==> config.mk <==
export PLATFORM = sky130hd
export DESIGN_NAME = wb_wrbuf
export DESIGN_NICKNAME = d
export VERILOG_FILES = /design/src/rtl/wb_wrbuf_pkg.sv /design/src/rtl/wb_wrbuf_fifo.sv /design/src/rtl/wb_wrbuf.sv
export SDC_FILE = /design/constraint.sdc
export NUM_CORES = 1
export LEC_CHECK = 0
export CORE_MARGIN = 8
export CORE_UTILIZATION = 48
export CTS_CLUSTER_DIAMETER = 200
export DETAILED_ROUTE_END_ITERATION = 6
export PLACE_DENSITY = 0.76
export SYNTH_ARGS = -nofsm -noshare
export SYNTH_HDL_FRONTEND = slang
export SYNTH_SLANG_ARGS = --single-unit
==> constraint.sdc <==
create_clock -name wb_clk_i -period 3 [get_ports wb_clk_i]
set_input_delay 0.9 -clock wb_clk_i [delete_from_list [all_inputs] [get_ports wb_clk_i]]
set_output_delay 0.9 -clock wb_clk_i [all_outputs]
set_load 0.02 [all_outputs]
### Close-up of the layout

Region (76, 76) to (101, 101) um. Cells in gray, sequential cells in the stronger gray; small squares are vias.
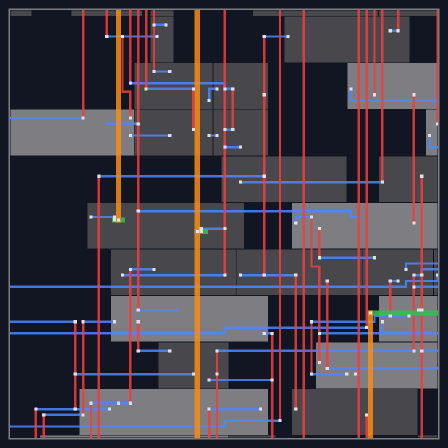
| color | layer |
|---|---|
| red | metal 2 |
| green | metal 3 |
| orange | metal 4 |
| blue | metal 1 |
sequential cells in the window: 6
cells with their middle in the window: 19
most frequent: buf_12 (5), dfrtp_1 (4)

### Cell sizes after repair

(3 px per um)
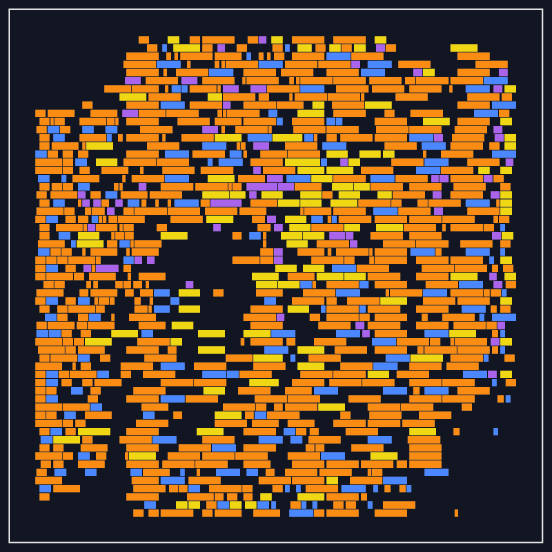
| color | size | cells | most used |
|---|---|---|---|
| purple | _3 and _4 cells | 61 | buf_4 |
| blue | _2 cells | 159 | mux4_2 |
| yellow | _6 and larger | 107 | clkbuf_16 |
| orange | _0 and _1 cells | 586 | edfxtp_1 |
PnR worst setup slack: -0.0190 ns
Area growth syn-to-layout: 33.6%
fin area: 16,700 um2
Non-clk bufs: 253

==> summary.txt <==
Status: finished with violations
Failing checks: negative setup slack
DP Area: 15,400 um2
Share of cells above drive strength 1: 35.8%
DR DRC count: 0
Mapped Cells: 632
Post-CTS Setup Inserts: 6
DRT Wirelength: 27.9 mm
Most numerous logic cells after layout: edfxtp_1 (244), clkdlybuf4s50_1 (137), dfrtp_1 (73), mux4_2 (61), mux2_2 (52)
Via count: 6,721
Hold slack final: 0.505 ns
PnR worst setup slack: -0.0190 ns
Final ANT Viol Nets: 0
# H-tree levels: 2
Clock Root Buffer: clkbuf_16
Main synth FF type: edfxtp_1
Min-Delay Path Depth: 1
Port Buf Inserts: 199
Ys Warns: 0
Worst Setup Slack post-DPL: 0.0116 ns
# Cells Yosys: 632
Worst setup SP type: register
Post-DP HPWL: 17.9 mm
Logic gate fraction of the total cell area: 18.9%
Max Fclk: 331 MHz
HP Class: reg -> reg
Leading area contributor after synthesis: edfxtp_1
WP data required: 2.10 ns
Flop area: 9210 um2
Hold Fails Final Rpt: 0
DR WL met2: 13.4 mm
Fin cells: 1,248
GRT Overall Usage: 17.9%
# clock sinks: 319
IO Count: 201
R2r setup slk: 0.41 ns
Post-layout min period: 3.02 ns
Clk tree area frac: 6.65%
Syn nets: 743
Clock buffers: 53
Flop count: 319
Largest register FFs: 244
Max Cap Viol: 0
Post-synth ARST share: 23.5%
Most frequent cell after synthesis: edfxtp_1
Vias per cell: 5.39
Clk latency late pin: 0.50 ns
Log Warnings: 34
Tap cells: 335
Synth Seq Share: 73.8%
Finish-stage setup viols: 4
P per Cell Area: 953 nW/um2
Antenna Cells: 0
Yosys reg bits: 319
Pin count of the biggest net entering global routing: 44
Die Width: 177 um
Top cell excl fill/tap: edfxtp_1
Final-report max-slew violation count: 0
Distinct cells, synth: 41
Crit end category: primary output
Cell Area, Synth: 12,500 um2
Multi-In Gates: 268
Uppermost layer routed: met5
WL/cell: 22.3 um
Chip area: 31,400 um2
Grt met2 use: 28.8%
Signal inverters: 11
Initial DRC count: 387
# fillers: 1,751
Max VDD drop: 0.000620 V
Reg2reg path depth: 10
Final GP Congestion: 0.705
Worst EP arrival: 2.12 ns
Row cnt: 59
Final Skew: 0.0144 ns
Fraction of area in registers: 55.2%
Pre-Place Util: 48.4%
Post-Synthesis Mean Instance Area: 19.7 um2
Cts hold-fix bufs: 0
[worst max-delay path, stage by stage (launching register included)]
cell,delay [ns]
dfrtp_4,0.53
buf_12,0.16
buf_16,0.14
mux4_2,0.42
a22o_1,0.24
buf_6,0.13
[power breakdown]
group / switching [mW] / internal (mW)
Combinational: 2.88 / 3.23
Sequential: 0.321 / 5.36
Clock: 1.59 / 2.50
Total: 4.79 / 11.1
[cells by family after synthesis]
group                    count (synthesis)  synth area share (%)
flip-flops                             319                  73.8
multiplexers                           124                  17.0
AND/OR/NAND/NOR                         88                  3.76
buffers and inverters                   45                  1.79
AND-OR/OR-AND                           39                  2.20
adder cells (fa/ha/maj)                 10                  1.06
XOR/XNOR                                 6                 0.421
other                                    1                0.0300
Power is estimated from default activity; no workload was simulated.
